==> config.mk <==
export PLATFORM = sky130hd
export DESIGN_NAME = control_unit
export DESIGN_NICKNAME = d
export VERILOG_FILES = /design/src/rtl/control_unit.sv
export SDC_FILE = /design/constraint.sdc
export NUM_CORES = 1
export LEC_CHECK = 0
export CELL_PAD_IN_SITES_DETAIL_PLACEMENT = 0
export CELL_PAD_IN_SITES_GLOBAL_PLACEMENT = 1
export CORE_ASPECT_RATIO = 1.2
export CORE_MARGIN = 8
export CORE_UTILIZATION = 30
export CTS_CLUSTER_DIAMETER = 200
export DETAILED_ROUTE_END_ITERATION = 6
export DONT_BUFFER_PORTS = 1
export PLACE_DENSITY_LB_ADDON = 0.1
export SYNTH_ARGS = -nofsm -noshare
export SYNTH_HDL_FRONTEND = slang
export SYNTH_SLANG_ARGS = --single-unit
==> constraint.sdc <==
create_clock -name clk -period 1.6 [get_ports clk]
set_input_delay 0.4 -clock clk [delete_from_list [all_inputs] [get_ports clk]]
set_output_delay 0.4 -clock clk [all_outputs]
set_load 0.02 [all_outputs]
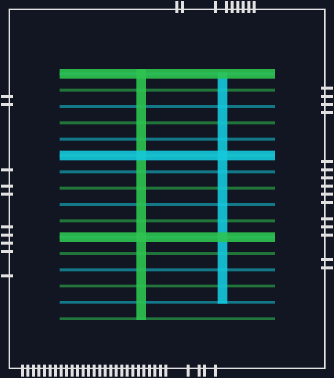
Fig. 1. Power grid.
Drawn at 6 px/µm. Pins as bars on the die edge.
- VDD: cyan
- VSS: green
- met5 straps: 3
- met1 rails: 16
- rows: 15
- met4 straps: 2
- signal pins: 65
Die H: 59.6 µm
core area: 1460 µm²
die x size: 52.3 µm

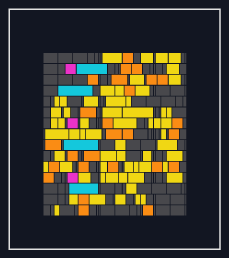
Fig. 2. Placed cells, one color a class.
Drawn at 4 px/µm. Fill, decap, tap and diode cells in gray.
- clock-net drivers: magenta (cells 3)
- registers: cyan (cells 4)
- remaining buffers and delay cells: orange (cells 26)
- remaining logic cells: yellow (cells 60)
Layout Utilization: 56.1%
Final Instance Area: 821 µm²
flop share of the area: 10.8%

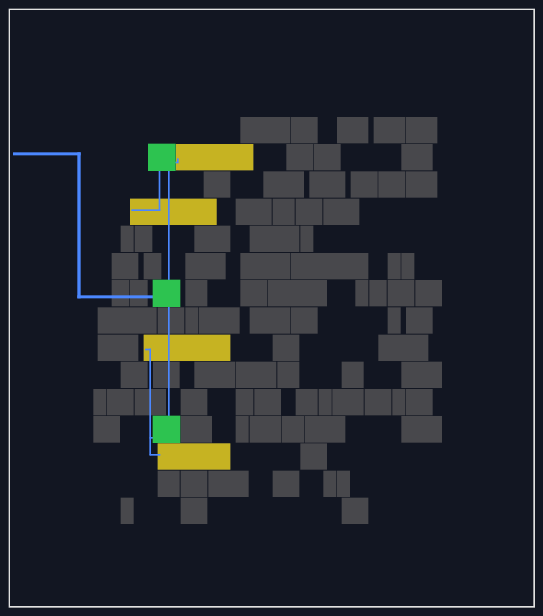
Fig. 3. Clock wires, drivers and flops.
Drawn at 10 px/µm.
- clock-net drivers: green (count 3)
- flip-flops: yellow (count 4)
- clock wires: blue (length 80.8 µm)
- routed clock nets: 4
power in the clock group: 0.122 mW
power share of the clock group: 20.9%
latest clock arrival within the worst-skew pair: 0.23 ns

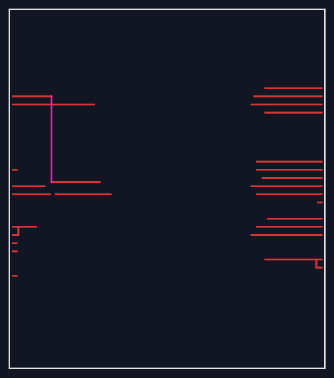
Fig. 4. Routed metal, one color a layer.
Drawn at 6 px/µm. Only two layers are drawn.
- M4: magenta (wire length 14.3 µm)
- M3: red (wire length 198 µm)
routed vias: 592
total track usage: 11.2%
per-cell routed wire length: 15.9 µm
overall routed net length: 1750 µm

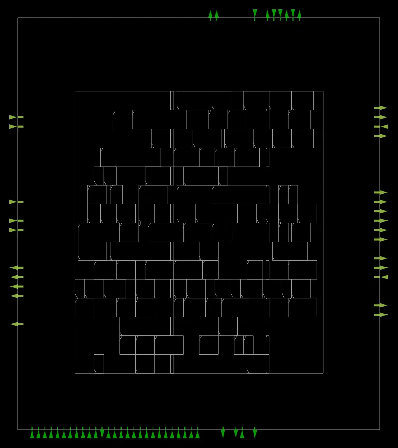
Fig. 5. Placed standard cells.
Taps Inserted: 17
standard-cell rows: 15
count of flip-flops and latches: 4
Filler Cell Count: 144

==> run summary <==
flow finished, numbers: number of sinks on the clock net 4, Yosys Chip Area 475 µm², largest net degree at the start of global routing 10, count of instantiated cells in the yosys netlist 72, Most used DFF post-synth dfxtp_1, CTS max path bufs 2, Total Power 0.580 mW, Slew Viols, Final 0, Top-Level Pins 65, number of cells on the worst reg-to-reg path 8, library cell used as clock root buffer clkbuf_4, standard cell with the maximum stage delay on the critical path nor4_4, Sequential cell area 88.8 µm², number of DRC violations after detailed-routing iteration 0 6, top cells by area dfxtp_1 (17%), and2_1 (9.2%), nor2_1 (7.9%), buf_4 (6.3%), nor2b_1 (5.3%), register bit count reported by yosys 4, violated checks setup timing, GPL Wtd Cong 0.736, number of failing setup endpoints in the final timing report 14, Worst path depth 3, Peak supply drop 0.389 mV, total area of multi-input combinational cells 455 µm², unrepaired setup endpoints after global routing true, via-per-instance ratio 5.38, global-route wire length before repair 2660 µm, setup slack of the critical path after layout -0.150 ns, hold slack 0.281 ns, worst setup skew after layout 0.00301 ns, deepest level of the CTS H-tree 1, worst reg-to-reg setup slack 0.12 ns, type of element launching the critical path register, run status finished with violations, post-synthesis cell type with the largest combined area dfxtp_1, post-synth net total 110, most numerous cell in the Yosys netlist nor2_1
-- worst reg2reg max path: stages (launching register included) --
cell and delay [ns]:
dfxtp_2 0.34, buf_4 0.16, nor2_4 0.09, nand2_2 0.07
buf_4 0.13, buf_4 0.12, buf_4 0.12, buf_4 0.12
o221a_2 0.22
-- power groups by stage --
| stage | Combinational (mW) | Sequential [mW] | Clock (mW) |
|---|---|---|---|
| after floorplan | 0.154 | 0.132 | 0 |
| after global placement | 0.214 | 0.139 | 0 |
| after global routing | 0.334 | 0.156 | 0.133 |
| after CTS | 0.264 | 0.145 | 0.129 |
| after detailed placement | 0.214 | 0.138 | 0 |
| final | 0.308 | 0.151 | 0.122 |
-- layout by cell type (no fill, tap or decap), types with 2 or more instances in the layout --
master / synthesis / routed
buf_6: 0 / 5
o211ai_1: 2 / 2
nor2b_1: 4 / 2
nor2b_4: 0 / 2
nand2_2: 0 / 2
nand2b_4: 0 / 2
nor2_1: 10 / 6
and2_4: 0 / 6
nand2_1: 4 / 2
nor3_4: 0 / 2
inv_1: 5 / 4
buf_4: 4 / 21
clkbuf_4: 0 / 3
dfxtp_4: 0 / 2
nand3_1: 4 / 3
nor2_4: 0 / 4
-- kinds of logic (layout without fill, tap and decap cells) --
family	Yosys count	count (layout)	synth area share, %
flops	4	4	16.8
other cells	1	1	0.789
simple gates	45	45	54.0
compound gates	9	9	14.5
buf+inv	13	34	13.9
-- repair_timing --
action,in CTS,in global routing
pin swaps,13,5
buffers inserted,4,1
gates resized,19,16
endpoints found under the hold margin,0,0
endpoints found under the setup margin,21,22
-- stage by stage --
step / cell area [µm²] / cells / util [%] / setup WS (ns) / TNS (ns)
after floorplan: 533 / 72 / - / -0.338 / -2.51
after global placement: 647 / 102 / 44.2 / -0.202 / -1.76
after detailed placement: 647 / 102 / 44.2 / -0.211 / -1.85
after CTS: 754 / 109 / 51.5 / -0.173 / -1.84
after global routing: 821 / 110 / 56.1 / -0.222 / -2.56
final: 821 / 110 / 56.1 / -0.150 / -1.48
-- cell type report --
| type | instances | share of cell area, % |
|---|---|---|
| sequential | 4 | 10.8 |
| tap | 17 | 2.59 |
| clock buffer | 3 | 2.74 |
| multi-input combinational | 55 | 55.5 |
| inverter | 5 | 2.29 |
| timing repair buffer | 26 | 26.1 |
-- per-layer routing --
layer  track usage [%]  vias to the layer above  wire length [µm]
li1                  -                      288                 -
met1              10.7                      277               625
met2              19.4                       25               909
met3              3.77                        2               197
met4              7.41                        0                14
met5                 0                        -                 0
Power is estimated from default activity; no workload was simulated.
